Figure 1. Logic cells by family (run 1).
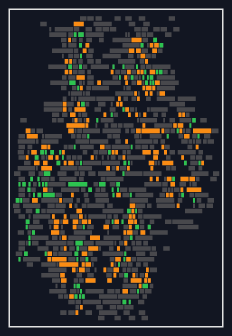
Figure 2. Cell classes on the final placement (run 1).
The bar under the picture is 20 µm long.
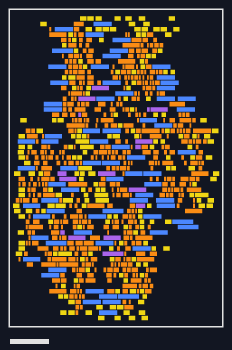
Figure 3. The metal 2 layer (run 1).
Cells faint in the background.
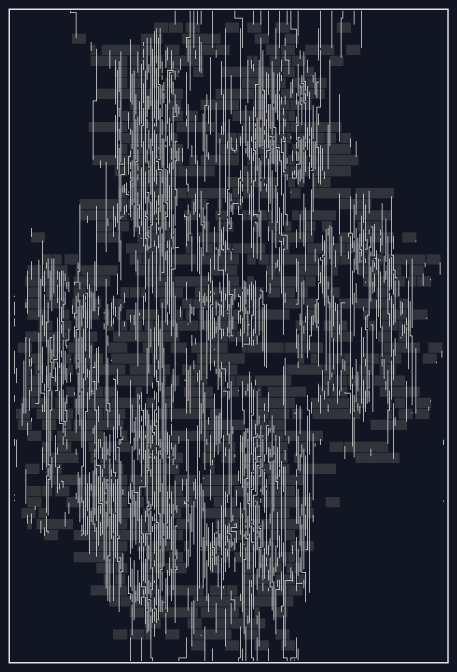
`src/rtl/note_lane_generator.sv`:
```
// note_lane_generator: five falling-note slots feeding the scorer.
// Each accepted frame_tick in PLAY retires notes that would leave the
// field, advances the rest by STEP pixels and spawns a new note every
// SPAWN_GAP ticks into the lowest free slot. Idle slots drive PARK_POS.
// Optional build macro NOTE_RANDOM_SPAWN_EN gates each due spawn with a
// 16-bit Fibonacci LFSR (taps 16,14,13,11), retrying on the next tick.
module note_lane_generator #(
  parameter int         SCREEN_H  = 480,
  parameter int         STEP      = 2,
  parameter int         SPAWN_GAP = 48,
  parameter logic [9:0] PARK_POS  = 10'h3FF
) (
  input  logic       clk,
  input  logic       reset,
  input  logic       frame_tick,
  input  logic       run,
  input  logic       stop,
  output logic [9:0] pos_l1,
  output logic [9:0] pos_l2,
  output logic [9:0] pos_l3,
  output logic [9:0] pos_l4,
  output logic [9:0] pos_l5,
  output logic [4:0] active,
  output logic [1:0] state,
  output logic [7:0] dropped
);

  localparam int              GW       = (SPAWN_GAP > 1) ? $clog2(SPAWN_GAP) : 1;
  localparam logic [GW-1:0]   GAP_LAST = GW'(SPAWN_GAP - 1);
  localparam logic [10:0]     LAST_ROW = 11'(SCREEN_H - 1);
  localparam logic [10:0]     STEP_W   = 11'(STEP);

  typedef enum logic [1:0] {
    IDLE = 2'b00,
    PLAY = 2'b01,
    HALT = 2'b10
  } stateT;

  stateT          curState;
  logic [4:0][9:0] posQ;
  logic [4:0][9:0] posFrame;
  logic [4:0]      activeQ;
  logic [4:0]      activeRet;
  logic [4:0]      activeFrame;
  logic [GW-1:0]   gapCnt;
  logic [GW-1:0]   gapFrame;
  logic [7:0]      droppedQ;
  logic [7:0]      droppedFrame;
  logic            spawnDue;
  logic            spawnGo;
  logic            claimed;
  logic [10:0]     nextPos;
  logic            frameEn;

  // A frame update happens only when no state change competes with it.
  assign frameEn  = (curState == PLAY) && !stop && run && frame_tick;
  assign spawnDue = (gapCnt == GAP_LAST);

`ifdef NOTE_RANDOM_SPAWN_EN
  localparam logic [15:0] LFSR_SEED = 16'hACE1;
  logic [15:0] lfsr;
  logic        lfsrFb;

  assign lfsrFb  = lfsr[15] ^ lfsr[13] ^ lfsr[12] ^ lfsr[10];
  assign spawnGo = spawnDue & lfsr[0];

  // LFSR reseeds on reset and on play entry, steps once per frame update.
  always_ff @(posedge clk or posedge reset) begin
    if (reset) begin
      lfsr <= LFSR_SEED;
    end else if ((curState == IDLE) && run) begin
      lfsr <= LFSR_SEED;
    end else if (frameEn) begin
      lfsr <= {lfsr[14:0], lfsrFb};
    end
  end
`else
  assign spawnGo = spawnDue;
`endif

  // Next slot contents for a frame update: retire, advance, then spawn.
  always_comb begin
    posFrame     = posQ;
    activeRet    = activeQ;
    activeFrame  = activeQ;
    claimed      = 1'b0;
    nextPos      = '0;
    for (int i = 0; i < 5; i++) begin
      nextPos = {1'b0, posQ[i]} + STEP_W;
      if (activeQ[i]) begin
        if (nextPos > LAST_ROW) begin
          posFrame[i]  = PARK_POS;
          activeRet[i] = 1'b0;
        end else begin
          posFrame[i] = nextPos[9:0];
        end
      end
    end
    activeFrame = activeRet;
    // Lowest-index slot that is idle after retirement takes the new note.
    for (int i = 0; i < 5; i++) begin
      if (spawnGo && !claimed && !activeRet[i]) begin
        posFrame[i]    = '0;
        activeFrame[i] = 1'b1;
        claimed        = 1'b1;
      end
    end
    if (spawnGo) begin
      gapFrame = '0;
    end else if (spawnDue) begin
      gapFrame = gapCnt;
    end else begin
      gapFrame = gapCnt + 1'b1;
    end
    if (spawnGo && !claimed && (droppedQ != 8'hFF)) begin
      droppedFrame = droppedQ + 8'd1;
    end else begin
      droppedFrame = droppedQ;
    end
  end

  // Control FSM and slot registers; stop has priority over run in PLAY.
  always_ff @(posedge clk or posedge reset) begin
    if (reset) begin
      curState <= IDLE;
      posQ     <= {5{PARK_POS}};
      activeQ  <= '0;
      gapCnt   <= GAP_LAST;
      droppedQ <= '0;
    end else begin
      unique case (curState)
        IDLE: begin
          if (run) begin
            curState <= PLAY;
            posQ     <= {5{PARK_POS}};
            activeQ  <= '0;
            gapCnt   <= GAP_LAST;
            droppedQ <= '0;
          end
        end
        PLAY: begin
          if (stop) begin
            curState <= HALT;
          end else if (!run) begin
            curState <= IDLE;
            posQ     <= {5{PARK_POS}};
            activeQ  <= '0;
          end else if (frame_tick) begin
            posQ     <= posFrame;
            activeQ  <= activeFrame;
            gapCnt   <= gapFrame;
            droppedQ <= droppedFrame;
          end
        end
        HALT: begin
          if (!run) begin
            curState <= IDLE;
            posQ     <= {5{PARK_POS}};
            activeQ  <= '0;
          end
        end
        default: begin
          curState <= IDLE;
        end
      endcase
    end
  end

  assign pos_l1  = posQ[0];
  assign pos_l2  = posQ[1];
  assign pos_l3  = posQ[2];
  assign pos_l4  = posQ[3];
  assign pos_l5  = posQ[4];
  assign active  = activeQ;
  assign state   = curState;
  assign dropped = droppedQ;

endmodule

```
`config.mk`:
```
export PLATFORM = sky130hd
export DESIGN_NAME = note_lane_generator
export DESIGN_NICKNAME = d
export VERILOG_FILES = /design/src/rtl/note_lane_generator.sv
export SDC_FILE = /design/constraint.sdc
export NUM_CORES = 1
export LEC_CHECK = 0
export CORE_ASPECT_RATIO = 1.5
export CORE_UTILIZATION = 32
export DETAILED_ROUTE_END_ITERATION = 12
export GPL_ROUTABILITY_DRIVEN = 0
export SLEW_MARGIN = 0
export SYNTH_ARGS = -nofsm -noshare
export SYNTH_HDL_FRONTEND = slang
export SYNTH_SLANG_ARGS = --single-unit
export TNS_END_PERCENT = 100
```
`constraint.sdc`:
```
create_clock -name clk -period 2.7 [get_ports clk]
set_input_delay 0.54 -clock clk [delete_from_list [all_inputs] [get_ports clk]]
set_output_delay 0.54 -clock clk [all_outputs]
set_load 0.05 [all_outputs]
```
==> flow_summary.json, run 1 <==
{
  "yosysSeqAreaShare": 0.343,
  "ys.flop_type": "dfstp_2",
  "crit_path_start": "pos_l4[1]$_DFFE_PP1P_",
  "clockBufferCount": 11,
  "vias_per_cell": 5.86,
  "skew_ns": 0.00976,
  "first_pass_iters": 5,
  "leakage_nw": 3.24,
  "combPwrFrac": 0.469,
  "r2r-end": "pos_l5[5]$_DFFE_PP1P_",
  "synth.distinct_cells": 89,
  "path_class": "reg -> reg",
  "largest_class": "multi-input combinational cells",
  "synth_nets": 635,
  "rows": 57,
  "clk_share": 0.0391,
  "arrival_ns": 2.97,
  "max_slew_margin": 0.647,
  "switching_power_mw": 1.89,
  "crit_end": "pos_l5[5]$_DFFE_PP1P_",
  "crit_chain": "buf_4 > and2_4 > or4b_4 > and3_4 > o311a_4 > nor4bb_4 > buf_4 > mux2_4 > a221oi_2",
  "cts_hold_buf": 0,
  "grt_use_total": 0.202,
  "hold_ws_ns": 0.493,
  "syn_to_final_growth_pct": 47.1,
  "comb_area_um2": 3700,
  "worstMarginPinSlew_ns": 0.528,
  "syn_area_per_cell_um2": 8.70,
  "switching_share": 0.387,
  "ys_cells": 618,
  "finalSetupViolCount": 2,
  "whs_endpoint": "pos_l1[9]$_DFFE_PP1P_",
  "hold_violations": 0,
  "clkPwrFrac": 0.253,
  "cts_resized": 20,
  "nFillCells": 1496,
  "grt-ovfl-total": 0,
  "drive_gt1_frac": 0.354,
  "cpPeakStageDelay_ns": 0.50,
  "cts_tree": "built",
  "clk_latency_ns": 0.34,
  "cts_root_buffer": "clkbuf_16",
  "post_drt_wl_per_cell_um": 17.5,
  "final_nets": 797,
  "critPathSlowestCell": "dfstp_4",
  "seq_power_share": 0.278,
  "start_kind": "flip-flop",
  "cts_setup_buffers": 9,
  "worst_slack_ns": -0.0211,
  "fp.dieH_um": 161,
  "violations": "negative setup slack",
  "r2r_cells": 9,
  "die_area_um2": 17300,
  "dieWidth_um": 108,
  "grt_pass1_wl_um": 28200,
  "finalNonFillerCells": 991,
  "powerSeq_mw": 1.36,
  "topCombFamilyByArea": "AND-OR/OR-AND gates",
  "dpl.hpwl_um": 12600,
  "ios": 70,
  "status": "finished with violations",
  "mux_share": 0.0384
}
Back to the opening pictures, Figure 1:
[NAND gates] green | cells: 113 | most used: nand2_1 | where: all over the die
[inverting AOI/OAI gates] orange | cells: 176 | most used: a21oi_1
Comb/total area: 0.468
highest-count logic cell in the final layout: buf_4

Back to the opening pictures, Figure 2:
[clock drivers and dummy loads] purple | cells: 16
[all other logic] orange | cells: 510
[flip-flops] blue | cells: 71
[other buffers and delay cells] yellow | cells: 188
Post-Route Utilization: 0.484
final instance area: 7910 µm²
Core ar.: 16,300 µm²
Seq/total area: 0.236

Back to the opening pictures, Figure 3:
share of all routed wire: 52%
main direction: vertical
longest straight run: 43.2 µm
wire length on this layer: 9,080 µm
nets with wire on the layer: 703
DRT Wirelength: 17,400 µm
global-route met2 utilization: 0.352
vias post-DR: 5,808

[run 1: layer usage]
| metal | track usage | wire length (µm) | vias to the layer above |
|---|---|---|---|
| met1 | 0.237 | 6930 | 2828 |
| met5 | 0 | 0 | - |
| met3 | 0.0353 | 785 | 48 |
| li1 | - | - | 2706 |
| met4 | 0.0990 | 569 | 0 |
| met2 | 0.352 | 9080 | 226 |
[run 1: Yosys cell counts (10+ instances only)]
library cell and instances:
o22a_1 16, clkbuf_1 19, mux2i_1 11, and3_1 15
o211ai_1 11, nand3_1 23, nor2_1 48, a21oi_1 44
nor3_1 10, buf_2 14, ha_1 12, dfstp_2 55
nand2_1 61, o21ai_0 46, dfrtp_1 16, inv_1 19
a31oi_1 19, nand2b_1 12, nand4_1 12
Figure 4. Placement view (run 1).
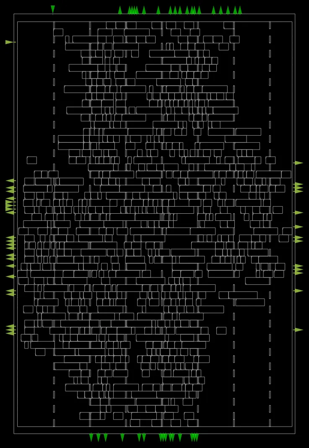

--- run 2 (diff from run 1) ---
Settings changed: CORE_UTILIZATION 32 to 35.
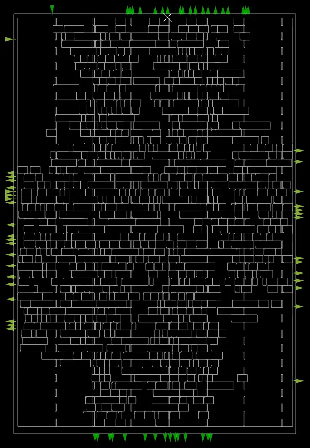
Figure 5: run 2, placement view.
Fill cells: 1,331
Flops: 71
well tap count: 199
final non-filler cell total: 990
# rows: 55

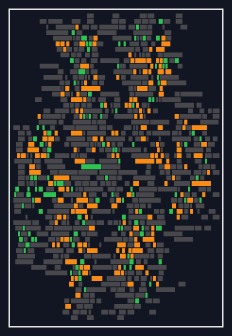
Figure 6: run 2, logic cells by family.
[NAND gates] green | cells: 112 | most used: nand2_1 | where: all over the die
[inverting AOI/OAI gates] orange | cells: 176 | most used: a21oi_1
Comb/total area: 0.465

==> run 2 against run 1 <==
Compared with the run above: the flow finishes with violations (design-rule violations, negative setup slack); clock power is 8% higher; utilization up 4.2 points; global-route usage rose by 2.6 points; synthesized cell count unchanged; power is 2.6% higher; maximum frequency decreased by 1.3%; sequential power is essentially flat.
==> flow_summary.json, run 2 <==
{
  "yosysSeqAreaShare": 0.343,
  "seq_power_share": 0.270,
  "ys.flop_type": "dfstp_2",
  "start_kind": "flip-flop",
  "post_drt_wl_per_cell_um": 18.0,
  "clkPwrFrac": 0.265,
  "cts_tree": "built",
  "worstMarginPinSlew_ns": 0.657,
  "skew_ns": 0.00830,
  "core_area_um2": 15100,
  "drcViolationCount": 2,
  "mux_share": 0.0384,
  "worstHoldStart": "pos_l1[9]$_DFFE_PP1P_",
  "wl_um": 17800,
  "dpl.hpwl_um": 12800,
  "cpPeakStageDelay_ns": 0.49,
  "cts_setup_buffers": 7,
  "hold_ws_ns": 0.477,
  "grt_use_met3": 0.0373,
  "crit_chain": "buf_4 > ha_4 > nor2b_1 > and4_4 > o311ai_4 > o2111ai_4 > buf_4 > buf_6 > o21ai_4 > and2_4 > mux2_2",
  "numSynthFlops": 71,
  "ys_cells": 618,
  "largest_class": "multi-input combinational cells",
  "final_core_util": 0.526,
  "max_freq_mhz": 363,
  "vias": 5822,
  "clk_share": 0.0412,
  "leakage_nw": 3.27,
  "first_pass_iters": 9,
  "cts_root_buffer": "clkbuf_16",
  "drive_gt1_frac": 0.362,
  "grt_use_total": 0.229,
  "path_max_fanout": 6,
  "hold_violations": 0,
  "fp.dieH_um": 154,
  "final_area_um2": 7930,
  "whs_endpoint": "pos_l1[9]$_DFFE_PP1P_",
  "edf_count": 0,
  "grt_util_met1": 0.253,
  "powerSeq_mw": 1.35,
  "status": "finished with violations",
  "dieWidth_um": 103,
  "met2_usage": 0.407,
  "yosys-top-cells-count": "61 x nand2_1, 55 x dfstp_2, 48 x nor2_1",
  "crit_path_start": "pos_l2[1]$_DFFE_PP1P_",
  "syn_to_final_growth_pct": 47.4,
  "violations": "design-rule violations, negative setup slack",
  "clockBufferCount": 13,
  "path_class": "reg -> reg",
  "top_cell": "nand2_1",
  "combPwrFrac": 0.465,
  "topCombFamilyByArea": "AND-OR/OR-AND gates",
  "arrival_ns": 3.02,
  "inverters": 19,
  "r2r_cells": 11,
  "synth_nets": 635,
  "worst_slack_ns": -0.0563,
  "ys_async_sr_fraction": 1.00,
  "switching_power_mw": 1.91,
  "clk_pin_slew_worst_paths_ns": 0.06,
  "syn_area_per_cell_um2": 8.70,
  "top_usage_layer": "met2",
  "cts_hold_buf": 0,
  "p_per_area_nw_per_um2": 632,
  "r2r-end": "pos_l3[9]$_DFFE_PP1P_",
  "ios": 70,
  "die_area_um2": 15900,
  "grt_pass1_wl_um": 28500,
  "max_slew_margin": 0.562,
  "vias_per_cell": 5.88,
  "switching_share": 0.381,
  "cpLargestDelayFamily": "AND-OR/OR-AND gates",
  "seq_share": 0.236,
  "grt-ovfl-total": 0,
  "final_nets": 803,
  "synth.distinct_cells": 89,
  "cts_resized": 17,
  "comb_area_um2": 3690,
  "finalSetupViolCount": 5,
  "ir_drop_uv": 378,
  "crit_end": "pos_l3[9]$_DFFE_PP1P_"
}
==> run 2: cell types whose count changed in the layout (fill, tap and decap cells not counted), sizes merged <==
cell,change
buf,+7
clkbuf,+2
clkinv,-2
bufinv,+1
clkinvlp,-1
nand3,-1
==> run 2: stage by stage <==
step | worst slack, ns | TNS (ns)
after global placement | -0.0868 | -0.456
after floorplan | -0.124 | -0.717
after CTS | -0.0312 | -0.107
final | -0.0563 | -0.154
after detailed placement | -0.134 | -1.54
after global routing | -0.169 | -2.74
==> run 2: per-layer routing <==
metal | wire length, µm | vias up | share of wire
met2 | 9520 | 185 | 0.53
met1 | 7040 | 2868 | 0.39
met3 | 650 | 60 | 0.036
met5 | 0 | - | 0
met4 | 627 | 0 | 0.035
li1 | - | 2709 | -
No activity file was given, so power comes from the tool's default toggle rates.
